### config.mk
export PLATFORM = sky130hd
export DESIGN_NAME = branch_hazard_ctrl
export DESIGN_NICKNAME = d
export VERILOG_FILES = /design/src/rtl/branch_hazard_ctrl.sv
export SDC_FILE = /design/constraint.sdc
export NUM_CORES = 1
export LEC_CHECK = 0
export ABC_AREA = 1
export CORE_UTILIZATION = 34
export DETAILED_ROUTE_END_ITERATION = 10
export PLACE_DENSITY_LB_ADDON = 0.2
export RECOVER_POWER = 25
export SKIP_CTS_REPAIR_TIMING = 1
export SLEW_MARGIN = 20
export SYNTH_ARGS = -nofsm -noshare
export SYNTH_HDL_FRONTEND = slang
export SYNTH_SLANG_ARGS = --single-unit
### constraint.sdc
create_clock -name clk -period 2.13 [get_ports clk]
set_input_delay 0.426 -clock clk [delete_from_list [all_inputs] [get_ports clk]]
set_output_delay 0.426 -clock clk [all_outputs]
set_load 0.02 [all_outputs]
### src/rtl/branch_hazard_ctrl.sv
// rtl/branch_hazard_ctrl.sv - ID-stage branch/load hazard sequencer with stall, flush and perf counters
// Resolves load-to-branch and load-use hazards by stalling IF/ID, then commits branch/jump redirects.
module branch_hazard_ctrl #(
    parameter int CNT_W = 16
) (
    input  logic             clk,
    input  logic             rst,
    input  logic             IF_ID_Branch,
    input  logic             IF_ID_Bne,
    input  logic             IF_ID_Jump,
    input  logic             IF_ID_UseRs,
    input  logic             IF_ID_UseRt,
    input  logic [4:0]       IF_ID_rs,
    input  logic [4:0]       IF_ID_rt,
    input  logic             ID_EX_MemRead,
    input  logic [4:0]       ID_EX_rd,
    input  logic             EX_MEM_MemRead,
    input  logic [4:0]       EX_MEM_rd,
    input  logic             cmp_equal,
    output logic             PCWrite,
    output logic             IF_ID_Write,
    output logic             ID_EX_Bubble,
    output logic             PCSrc,
    output logic             IF_Flush,
    output logic [CNT_W-1:0] stall_cnt,
    output logic [CNT_W-1:0] taken_cnt
);

    typedef enum logic {
        RUN   = 1'b0,
        STALL = 1'b1
    } state_t;

    state_t     state;
    logic [1:0] left;

    logic       is_branch;
    logic       hit_ex_rs, hit_ex_rt, hit_mem_rs, hit_mem_rt;
    logic       load_ex_hit, load_mem_hit;
    logic [1:0] demand;
    logic       taken;
    logic       stall_now;
    logic       taken_now;

    // A jump that arrives together with a branch is handled as a non-branch.
    assign is_branch = IF_ID_Branch && !IF_ID_Jump;

    assign hit_ex_rs  = IF_ID_UseRs && (IF_ID_rs == ID_EX_rd)  && (ID_EX_rd  != 5'd0);
    assign hit_ex_rt  = IF_ID_UseRt && (IF_ID_rt == ID_EX_rd)  && (ID_EX_rd  != 5'd0);
    assign hit_mem_rs = IF_ID_UseRs && (IF_ID_rs == EX_MEM_rd) && (EX_MEM_rd != 5'd0);
    assign hit_mem_rt = IF_ID_UseRt && (IF_ID_rt == EX_MEM_rd) && (EX_MEM_rd != 5'd0);

    assign load_ex_hit  = ID_EX_MemRead  && (hit_ex_rs  || hit_ex_rt);
    assign load_mem_hit = EX_MEM_MemRead && (hit_mem_rs || hit_mem_rt);

    // Non-load producers are covered by forwarding; only loads generate demand.
    always_comb begin
        demand = 2'd0;
        if (is_branch) begin
            if (load_ex_hit)
                demand = 2'd2;
            else if (load_mem_hit)
                demand = 2'd1;
        end else if (load_ex_hit) begin
            demand = 2'd1;
        end
    end

    assign taken = IF_ID_Jump || (IF_ID_Branch && (cmp_equal ^ IF_ID_Bne));

    assign stall_now = !rst && ((state == STALL) || (demand != 2'd0));
    assign taken_now = !rst && (state == RUN) && (demand == 2'd0) && taken;

    always_comb begin
        PCWrite      = 1'b1;
        IF_ID_Write  = 1'b1;
        ID_EX_Bubble = 1'b0;
        PCSrc        = 1'b0;
        IF_Flush     = 1'b0;
        if (stall_now) begin
            PCWrite      = 1'b0;
            IF_ID_Write  = 1'b0;
            ID_EX_Bubble = 1'b1;
        end else if (taken_now) begin
            PCSrc    = 1'b1;
            IF_Flush = 1'b1;
        end
    end

    always_ff @(posedge clk or posedge rst) begin
        if (rst) begin
            state     <= RUN;
            left      <= 2'd0;
            stall_cnt <= '0;
            taken_cnt <= '0;
        end else begin
            case (state)
                RUN: begin
                    if (demand == 2'd2) begin
                        state <= STALL;
                        left  <= 2'd1;
                    end
                end
                STALL: begin
                    left <= left - 2'd1;
                    if (left <= 2'd1) begin
                        state <= RUN;
                        left  <= 2'd0;
                    end
                end
                default: begin
                    state <= RUN;
                    left  <= 2'd0;
                end
            endcase
            if (stall_now)
                stall_cnt <= stall_cnt + 1'b1;
            if (taken_now)
                taken_cnt <= taken_cnt + 1'b1;
        end
    end

endmodule

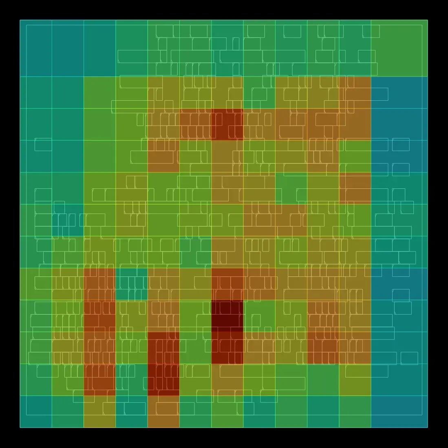
(images/congestion_map.png)
All-Layer GR Usage: 0.166
final core occ: 0.492

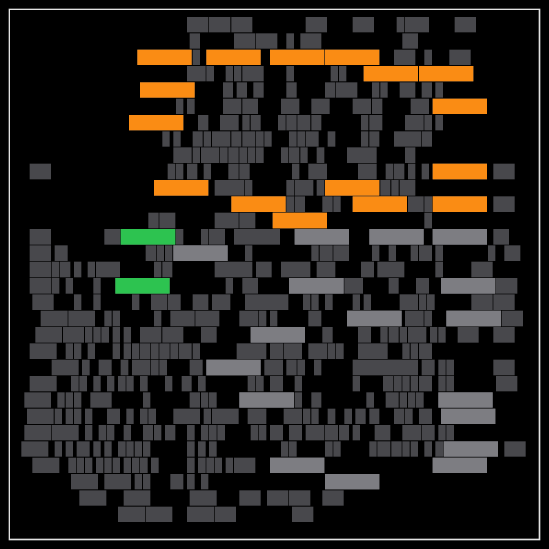
(images/ff_map.png)
Drawn at 6 px/um. Other sequential cells in the stronger gray, the rest of the logic in the fainter gray.
Key: stall_cnt = orange [flops 16]; left = green [flops 2]

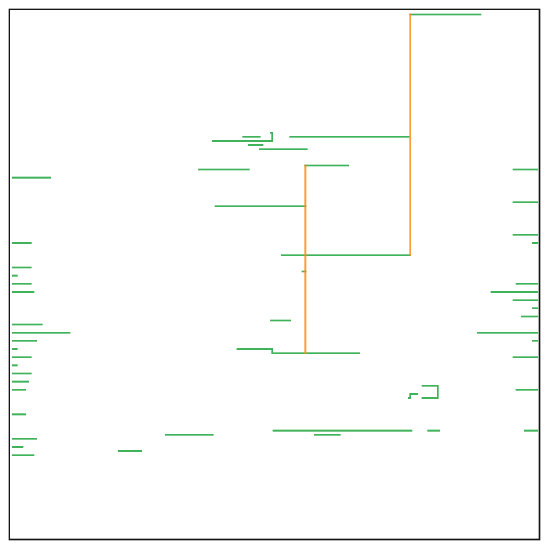
(images/layers.png)
Drawn at 6 px/um. Only two layers are drawn.
Key: M3 = green [wire length 293 um]; M4 = orange [wire length 71.4 um]

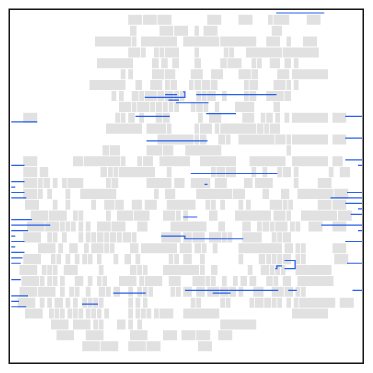
(images/m3.png)
Drawn at 4 px/um. Cells faint in the background.
47 nets have wire on it. The longest straight run is 23.0 um. The wires run mostly horizontal.

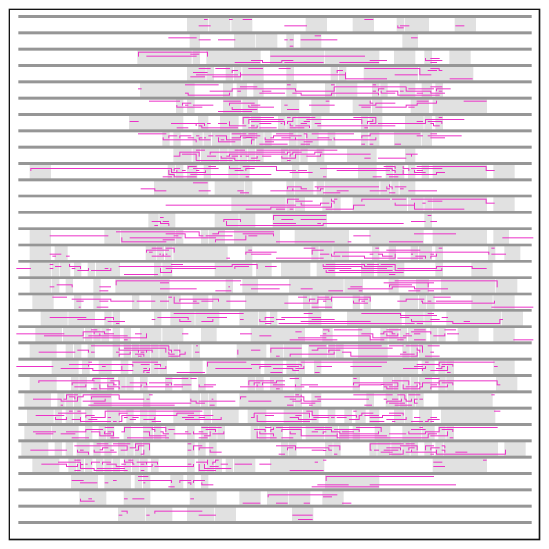
(images/m1.png)
Drawn at 6 px/um. Supply wires on this layer in gray. Cells faint in the background.
The layer holds 48% of the routed length. The layer carries 3000 um of wire. The longest straight run is 25.8 um. 419 nets have wire on it. The wires run mostly horizontal.

==> changes_impl.md <==
### Implementation results

- DRC: 0
- WP data required: between 1500 and 2000 ps
- CP Cell Sequence: clkdlybuf4s50_1, or2_2, nand3_1, nand2_1, inv_2, nor2_4, nand4_4, inv_2, buf_4
- DR pass1 iterations: 4
- Ys flop type: dfrtp_1
- Simple share: 0.444
- Most frequent CP cell: inv_2
- Clk_skew: 6.14 ps
- Register area: about 900 um^2
- Global-route wire length before repair: 10.1 mm
- Rel. slew slack: 0.604
- Max Fclk: 0.484 GHz
- Max clock buf depth: 2
- Fraction of layout cells with a size suffix above 1: 0.117
- Worst slew pin tran: 594 ps
- Final min period: 2070 ps
- Syn Area/Cell: 6.71 um^2
- Final antenna-violating net count: 0
- Number of cell rows: 31
- Vert. Die Dim: 88.1 um
- Seq/Total Area, Yosys: 0.347
- Largest net degree at the start of global routing: roughly 52
- Synth flops: 35
- Clk_lat worst skew: 290 ps
- Slew Limit Fails: 0
- Filler cells: ~740
- I/O Pins: 67
- Leak Pwr: 1.97 nW
- Chip Area, Yosys: 2520 um^2
- Root buffer cell: clkbuf_8
- Gr ovfl total: 0
- Synth warn: 0
- Max-cap violations: 0
- Post-synth ARST share: 1.00
- Slowest CP cell: clkdlybuf4s50_1
- IO Port Bufs: 66
- Hold slack final: 512 ps
- Final nets: between 400 and 500
- Crit path capture type: output pin
- Via count: between 2000 and 3000
- Synth Cell Area: 2520 um^2
- Xor/xnor share: 0.0903
- Cell class contributing the biggest share of worst-path delay: buffers and inverters
- Multi-input gate area: ~1500 um^2
- Core Box Area: approximately 7200 um^2
- Drt wl/cell: 11.4 um
- Synth unique cells: 27
- Area grow syn2layout: 40.6%
- R2R Setup Slk: 410 ps
- Startpoint types: primary input
- Crit path DAT: 1640 ps
- DR iter-0 viols: 219
- Buf+Inv Stages, Crit Path: 4
- Final hold vios: 0
- H-tree Lvls: 2
- Worst vdd ir: roughly 0.00023 V
- Area leader, netlist: dfrtp_1
- Post-Syn Nets: 408
- DIE AREA: ~7800 um^2
- Cell count after synthesis: 376
- Final period util: 0.970
- TNS Setup: 0 ps
- Complex Gates by Area: 0.0184
- PwrDens: 573 nW/um^2
- Placed Cells incl. Taps: 543
- Non-Filler Instances: about 550
- Core Density at Floorplan: 0.350
- Synth Area in Adders: 0.00992
- EDFF count, synth: 0
- Yosys stat cell total: 376
- Placed Area: roughly 3300 um^2
- CP max FO: 2
- Ant. Diodes: 0
- Mux cell area share: 0
- CP peak stage delay: roughly 410 ps
- Initial antenna violation count: 0
- RD Place Congestion: between 0.8 and 0.9
- Final setup fails: 0
- Outcome: finished, final reports clean
- DR vias/cell: about 4.7
- Launch point of the critical path: IF_ID_Bne
- CTS tree: yes
- Number of logged tool warnings: 26
- Main area contributors after synthesis: dfrtp_1 35%, nand2_1 22%, nand3_1 6.5%, inv_1 6.1%, nand4_1 6.0%
- Min-Delay Startpoint: taken_cnt[14]
- Num Clock Sinks: 35
- Crit Reg-Reg Startpoint: taken_cnt[0]
[path summary, 6_finish.rpt]
path / to / depth (start not counted)
setup / recovery: IF_Flush / 9
min in group asynchronous: left[1] / 4
hold / removal: taken_cnt[14] / 2
max in group asynchronous: taken_cnt[4] / 4
setup reg to reg: taken_cnt[12] / 8
hold reg to reg: taken_cnt[14] / 2
[metrics by stage]
step | setup slack (ps) | utilization
finish | 63.2 | 0.492
global route | -9.96 | 0.492
CTS | -627 | 0.478
detailed placement | -625 | 0.463
global placement | -617 | 0.463
floorplan | 103 | -
[registers in the layout, summed over array words and instances, names as in the netlist]
register and count:
stall_cnt 16, taken_cnt 16, state 1, left 2
[logic make-up after synthesis]
family / count (synthesis)
and+or+nand+nor: 252
buffers and inverters: 53
DFF: 35
xor gates and xnor gates: 26
AOI/OAI and AO/OA: 8
adders and majority gates: 2
[worst reg2reg max path, delay by kind of cell, from the launching register on]
family	cells	cell delay, ps
fa+ha+maj	1	230
flops	1	420
simple gates	6	870
xor+xnor	1	170
[layout make-up]
| cell class | count | area share |
|---|---|---|
| clock buffer | 5 | 0.0194 |
| tap | 99 | 0.0349 |
| timing repair buffer | 77 | 0.226 |
| multi-input combinational | 288 | 0.414 |
| sequential | 35 | 0.247 |
| inverter | 44 | 0.0466 |
| clock inverter | 3 | 0.0124 |
[where the power goes]
group          total [mW]  leakage [nW]  internal, mW  switching (mW)
logic               0.596          1.43         0.278           0.318
clock network       0.609        0.0581         0.349           0.261
registers           0.828         0.479         0.735          0.0937
[synthesized netlist by cell type (3+ instances only)]
library cell and count:
xnor2_1 10, nor3_1 11, inv_1 41, nand2_1 146, nand3b_1 3, nand3_1 33
dfrtp_1 35, xor2_1 16, nor2_1 27, buf_4 5, nand4_1 24, o21ai_0 4
[routing by layer]
layer,vias to the layer above,share of wire,GRT usage,wire length (um)
met2,71,0.46,0.265,2910
met1,1173,0.48,0.224,3000
met4,0,0.011,0.0572,71
met3,6,0.047,0.0358,292
met5,-,0,0,0
li1,1349,-,-,-
[placed cells by master, fill, tap and decap left out, types with 10 or more instances in the layout]
cell type	instances
inv_2	12
dfrtp_1	35
xnor2_1	10
nor3_1	11
nand4_1	24
inv_1	32
buf_4	13
xor2_1	16
dlymetal6s2s_1	22
nor2_1	24
nand2_1	145
clkdlybuf4s50_1	39
nand3_1	30
Power is estimated from default activity; no workload was simulated.
